File: src/rtl/map_scan_reader_if.sv
// Bundle between the map scan reader, the map RAM controller and the tile drawer.
// Latency: none, wires only.
// Backpressure: plot_valid/plot_ready handshake toward the drawing stage.
interface map_scan_reader_if;
  logic       start;
  logic       busy;
  logic       done;
  logic [4:0] map_x;
  logic [4:0] map_y;
  logic       map_readwrite;
  logic [2:0] map_data_in;
  logic [4:0] plot_x;
  logic [4:0] plot_y;
  logic [2:0] plot_type;
  logic       plot_valid;
  logic       plot_ready;

  // The scan reader side
  modport master (
    input  start, map_data_in, plot_ready,
    output busy, done, map_x, map_y, map_readwrite,
           plot_x, plot_y, plot_type, plot_valid
  );

  // The game FSM / RAM controller / drawing stage side
  modport slave (
    output start, map_data_in, plot_ready,
    input  busy, done, map_x, map_y, map_readwrite,
           plot_x, plot_y, plot_type, plot_valid
  );
endinterface

File: src/rtl/map_scan_reader.sv
// Walks every map tile in raster order, reads its code and presents it to the drawer.
// Latency: READ_LATENCY+1 cycles per tile with plot_ready high (READ_LATENCY if skipped).
// Backpressure: plot_ready low holds PLOT; x/y and the RAM address stay frozen.
module map_scan_reader #(
  parameter int MAP_WIDTH    = 20,
  parameter int MAP_HEIGHT   = 20,
  parameter int READ_LATENCY = 2,
  parameter int SKIP_EMPTY   = 0
) (
  input  logic                clock_50,
  input  logic                reset_n,
  map_scan_reader_if.master   bus
);

  typedef enum logic [1:0] {IDLE, WAIT, PLOT, DONE} state_t;

  localparam logic [4:0] X_LAST   = 5'(MAP_WIDTH - 1);
  localparam logic [4:0] Y_LAST   = 5'(MAP_HEIGHT - 1);
  // READ_LATENCY counts the map_x/map_y output register edge as the first
  // edge, so the code is sampled on the edge where cnt reaches LATENCY-1.
  localparam logic [1:0] CNT_LAST = 2'(READ_LATENCY - 1);

  state_t     state, state_n;
  logic [4:0] x, y, x_n, y_n;
  logic [1:0] cnt, cnt_n;
  logic [4:0] px, py, px_n, py_n;
  logic [2:0] pt, pt_n;
  logic       busy_q, done_q, pv_q;
  logic       advance;
  logic       last_tile;

  // Next-state, tile walk and capture logic
  always_comb begin
    state_n   = state;
    x_n       = x;
    y_n       = y;
    cnt_n     = cnt;
    px_n      = px;
    py_n      = py;
    pt_n      = pt;
    advance   = 1'b0;
    last_tile = (x == X_LAST) && (y == Y_LAST);

    case (state)
      IDLE: begin
        if (bus.start) begin
          x_n     = '0;
          y_n     = '0;
          cnt_n   = '0;
          state_n = WAIT;
        end
      end
      WAIT: begin
        cnt_n = cnt + 2'd1;
        if (cnt == CNT_LAST) begin
          pt_n = bus.map_data_in;
          px_n = x;
          py_n = y;
          if ((SKIP_EMPTY != 0) && (bus.map_data_in == 3'd0)) begin
            advance = 1'b1;
          end else begin
            state_n = PLOT;
          end
        end
      end
      PLOT: begin
        if (bus.plot_ready) begin
          advance = 1'b1;
        end
      end
      DONE: begin
        state_n = IDLE;
      end
      default: begin
        state_n = IDLE;
      end
    endcase

    // The last tile leaves x/y parked at the map corner rather than wrapping.
    if (advance) begin
      if (last_tile) begin
        state_n = DONE;
      end else begin
        cnt_n   = '0;
        state_n = WAIT;
        if (x == X_LAST) begin
          x_n = '0;
          y_n = y + 5'd1;
        end else begin
          x_n = x + 5'd1;
        end
      end
    end
  end

  // State, walk position and registered outputs
  always_ff @(posedge clock_50 or negedge reset_n) begin
    if (!reset_n) begin
      state  <= IDLE;
      x      <= '0;
      y      <= '0;
      cnt    <= '0;
      px     <= '0;
      py     <= '0;
      pt     <= '0;
      busy_q <= 1'b0;
      done_q <= 1'b0;
      pv_q   <= 1'b0;
    end else begin
      state  <= state_n;
      x      <= x_n;
      y      <= y_n;
      cnt    <= cnt_n;
      px     <= px_n;
      py     <= py_n;
      pt     <= pt_n;
      busy_q <= (state_n == WAIT) || (state_n == PLOT);
      done_q <= (state_n == DONE);
      pv_q   <= (state_n == PLOT);
    end
  end

  assign bus.busy          = busy_q;
  assign bus.done          = done_q;
  assign bus.map_x         = x;
  assign bus.map_y         = y;
  assign bus.map_readwrite = 1'b0;
  assign bus.plot_x        = px;
  assign bus.plot_y        = py;
  assign bus.plot_type     = pt;
  assign bus.plot_valid    = pv_q;

endmodule

File: src/flat_wrapper.sv
// flat-port wrapper written by rule: the top's interface ports become plain ports
module map_scan_reader_flat 
#(
  parameter int MAP_WIDTH    = 20,
  parameter int MAP_HEIGHT   = 20,
  parameter int READ_LATENCY = 2,
  parameter int SKIP_EMPTY   = 0
)
  (clock_50, reset_n, bus_start, bus_map_data_in, bus_plot_ready, bus_busy, bus_done, bus_map_x, bus_map_y, bus_map_readwrite, bus_plot_x, bus_plot_y, bus_plot_type, bus_plot_valid);
  map_scan_reader_if bus_i ();
  input  logic clock_50;
  input  logic reset_n;
  input wire logic [$bits(bus_i.start)-1:0] bus_start;
  input wire logic [$bits(bus_i.map_data_in)-1:0] bus_map_data_in;
  input wire logic [$bits(bus_i.plot_ready)-1:0] bus_plot_ready;
  output wire logic [$bits(bus_i.busy)-1:0] bus_busy;
  output wire logic [$bits(bus_i.done)-1:0] bus_done;
  output wire logic [$bits(bus_i.map_x)-1:0] bus_map_x;
  output wire logic [$bits(bus_i.map_y)-1:0] bus_map_y;
  output wire logic [$bits(bus_i.map_readwrite)-1:0] bus_map_readwrite;
  output wire logic [$bits(bus_i.plot_x)-1:0] bus_plot_x;
  output wire logic [$bits(bus_i.plot_y)-1:0] bus_plot_y;
  output wire logic [$bits(bus_i.plot_type)-1:0] bus_plot_type;
  output wire logic [$bits(bus_i.plot_valid)-1:0] bus_plot_valid;
  assign bus_i.start = bus_start;
  assign bus_i.map_data_in = bus_map_data_in;
  assign bus_i.plot_ready = bus_plot_ready;
  assign bus_busy = bus_i.busy;
  assign bus_done = bus_i.done;
  assign bus_map_x = bus_i.map_x;
  assign bus_map_y = bus_i.map_y;
  assign bus_map_readwrite = bus_i.map_readwrite;
  assign bus_plot_x = bus_i.plot_x;
  assign bus_plot_y = bus_i.plot_y;
  assign bus_plot_type = bus_i.plot_type;
  assign bus_plot_valid = bus_i.plot_valid;
  map_scan_reader #(.MAP_WIDTH(MAP_WIDTH), .MAP_HEIGHT(MAP_HEIGHT), .READ_LATENCY(READ_LATENCY), .SKIP_EMPTY(SKIP_EMPTY)) u_core (.clock_50(clock_50), .reset_n(reset_n), .bus(bus_i));
endmodule
File: config.mk
export PLATFORM = sky130hd
export DESIGN_NAME = map_scan_reader_flat
export DESIGN_NICKNAME = d
export VERILOG_FILES = /design/src/rtl/map_scan_reader_if.sv /design/src/rtl/map_scan_reader.sv /design/src/flat_wrapper.sv
export SDC_FILE = /design/constraint.sdc
export NUM_CORES = 1
export LEC_CHECK = 0
export CAP_MARGIN = 20
export CORE_MARGIN = 1
export CORE_UTILIZATION = 44
export CTS_CLUSTER_DIAMETER = 120
export DETAILED_ROUTE_END_ITERATION = 8
export GPL_ROUTABILITY_DRIVEN = 1
export GPL_TIMING_DRIVEN = 0
export PLACE_DENSITY = 0.75
export SYNTH_ARGS = -nofsm -noshare
export SYNTH_HDL_FRONTEND = slang
export SYNTH_SLANG_ARGS = --single-unit
File: constraint.sdc
create_clock -name clock_50 -period 1.73 [get_ports clock_50]
set_input_delay 0.4325 -clock clock_50 [delete_from_list [all_inputs] [get_ports clock_50]]
set_output_delay 0.4325 -clock clock_50 [all_outputs]
set_load 0.05 [all_outputs]
Metal 3:
Bar = 20 µm.
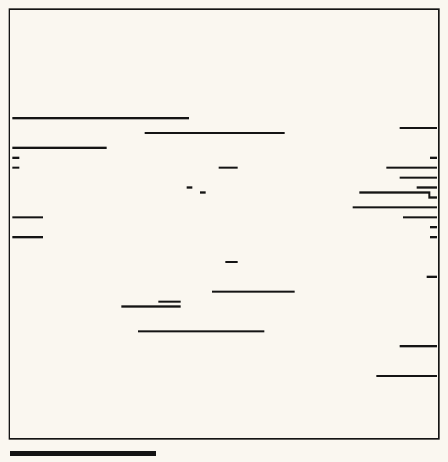
The layer carries 169 µm of wire. The longest straight run is 23.9 µm. The layer holds 6.2% of the routed length.
Vias: 1,031
met3 GRT Util: 7.25%

Cell density map:
The die is cut into 12 by 12 equal tiles; white is low, dark blue is high, 0 to 100% covered.
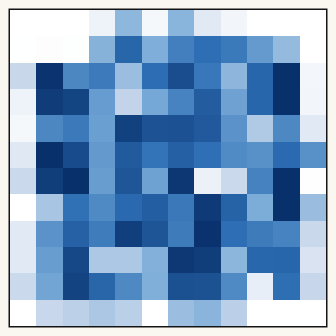
12% of the tiles are nearly empty. The mean over all tiles is 52%. The densest ninth of the die: centre. 31% of the tiles are over 75% full.

==> impl_metrics.toml <==
# generated from flow reports
[outcome]
outcome = "finished clean"

[power]
vdd_drop_max_mv = 0.742
power_density_nw_per_um2 = 1290
cellLeakagePower_nw = 0.907
power_mw = 2.38

[floorplan]
die_y_um = 58.7
die_area_um2 = 3440
pin_count = 34
core-area_um2 = 3050
fp-row-count = 20
fp.dieW_um = 58.7
fp_util_pct = 46.3

[drt]
drc_errors = 0
ant_nets = 0
drt_iter0_drc = 19
viasPerCell = 5.08
drtPass1Iterations = 4
wl_met3_um = 169
met1_length_um = 1220
met2WireLength_um = 1310
routed_wl_um = 2730
wl_per_cell_um = 13.4
routed.top_layer = "met4"

[final_timing]
hold_viol = 0
finalClockSkew_ns = 0.0140
slew_violations = 0
setup_tns_ns = 0
slew_headroom_pct = 62.9
finalClockPeriodUsage_pct = 96.5
finalSetupViolations = 0
min_period_ns = 1.67
max_clock_freq_ghz = 0.599
worst_pin_slew_ns = 0.555
rsz0062_at_grt = "false"

[worst_setup_path]
cp-start-kind = "flip-flop"
required_ns = 1.30
critical_path.max_stage_delay_ns = 0.51
path_cells = "clkdlybuf4s15_1"
path_delay_family = "buffers and inverters"
worstSetupEndpointType = "output port"
crit_type = "flip-flop to output port"
cp_slowest_cell = "clkdlybuf4s15_1"
cp_data_arrival_time_ns = 1.24
crit_buf_inv = 1
cp_max_fo = 6

[placed_design]
place_inst = 195
dp_hpwl_um = 1970
port_buffers = 32
place.gp.congestion = 0.800
post_dp_cell_area_um2 = 1820

[clock_tree]
cts-root-buf = "clkbuf_4"
post_cts_buffers = 0
clkLatencyLatePin_ns = 0.33
path_clk_slew_ns = 0.10
cts_resized = 39
h-tree-depth = 2
cts_buffers = 5
cts_hold_buffers = 0
cts_num_sinks = 30
clockBufferDepth = 2
cts_tree = "built"

[final_layout]
post-route-cell-area_um2 = 1850
fin_cells = 203
layout.cells.most_common = "dfrtp_1"
num_antenna_cells = 0
lay_top_cells = "dfrtp_1 (26), dlygate4sd2_1 (15), nand2_1 (11)"
area_growth_pct = 31.1
fin_nets = 170
drive_gt1_share_pct = 27.0

[logic_synthesis]
top_area_cell = "dfrtp_1"
ys_area_um2 = 1410
flop_cell = "dfrtp_1"
ys_cells = 118
top_cells_by_area = "dfrtp_1 (53%), mux2_4 (7.4%), ha_1 (4.4%), mux2_2 (4.0%), o21ai_0 (3.9%)"
async_flop_share_pct = 100
ys_ff = 30
syn_area_per_cell_um2 = 12.0
synth_top_cell_by_count = "dfrtp_1"
synth_cells = 118
netlist_area_um2 = 1410
syn_nets = 130
synth_warnings = 0
synth-edff-count = 0
yosys.stat.seqShare_pct = 53.1
top_cells_by_count = "dfrtp_1 (30), nand2_1 (11), o21ai_0 (11), mux2_4 (7)"
synth_top_area_share_pct = 53.1
synth_cell_types = 37

[global_routing]
grt-busiest-layer = "met2"
grt_util_met2_pct = 28.4
grt_overflow = 0
antenna_found_initial = 0
grt_pass1_vias = 969
met1_usage_pct = 24.6
grt_pass1_wl_um = 4640
track_usage_pct = 18.8
grt_max_degree = 22

[hold_path]
worstHoldPathType = "input pin to async pin"

[job]
drv_cap = 0
warning_count = 27
Sequential cells grouped by signal name:
Bar = 20 µm. Other sequential cells in the stronger grey, the rest of the logic in the fainter grey.
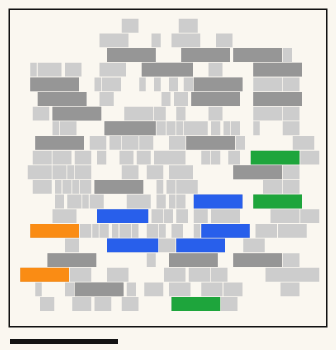
Key: `u_core.bus.map_x` = blue [sequential cells 5]; `u_core.bus.plot_type` = green [sequential cells 3]; `u_core.cnt` = orange [sequential cells 2]
fin util: 60.7%
register fraction of the total cell area: 40.8%
Flop area: 756 µm²
Seq power: 935 µW

power by group:
part           total, mW  switching (mW)  internal, mW  leakage (nW)
Combinational       1.01           0.656         0.358         0.475
Clock              0.432           0.235         0.197        0.0353
Sequential         0.935          0.0941         0.841         0.396
Total               2.38           0.986          1.40         0.907
cells by family (layout without fill, tap and decap cells):
group                    after synthesis  in the layout  synth area share (%)
AND/OR/NAND/NOR                       37             37                  16.3
flip-flops                            30             30                  53.1
AND-OR/OR-AND                         22             22                  9.12
multiplexers                          14             14                  12.8
buffers and inverters                  7             48                  2.74
adder cells (fa/ha/maj)                5              5                  4.42
XOR/XNOR                               2              2                  1.24
other                                  1              1                 0.265
area by class of cell:
class / count / area [µm²]
fill: 278 / 1200
sequential: 30 / 756
multi-input combinational: 81 / 631
timing repair buffer: 33 / 313
clock buffer: 7 / 55.1
tap: 44 / 55.1
buffer: 3 / 23.8
inverter: 4 / 15.0
clock inverter: 1 / 5.00
worst paths after layout:
path / depth (start not counted) / endpoint / slack (ns) / start
max: 1 / bus_map_x[1] / 0.06 / u_core.bus.map_x[1]
min: 1 / u_core.bus.plot_type[2] / 0.45 / reset_n
max reg2reg: 6 / u_core.bus.busy / 0.07 / u_core.bus.map_x[0]
min reg2reg: 1 / u_core.bus.plot_x[0] / 0.50 / u_core.bus.plot_x[0]
max in group asynchronous: 2 / u_core.bus.map_y[1] / 0.77 / reset_n
min in group clock_50: 1 / u_core.bus.plot_x[0] / 0.50 / u_core.bus.plot_x[0]
per-stage QoR:
stage	hold slack (ns)	utilization, %	setup WS, ns
5_1_grt	0.481	60.7	0.0000416
6_report	0.453	60.7	0.0601
2_1_floorplan	0.137	-	0.000613
3_5_place_dp	0.493	59.8	-0.125
4_1_cts	0.454	61.2	0.00150
3_3_place_gp	0.460	58.9	-0.354
No activity file was given, so power comes from the tool's default toggle rates.
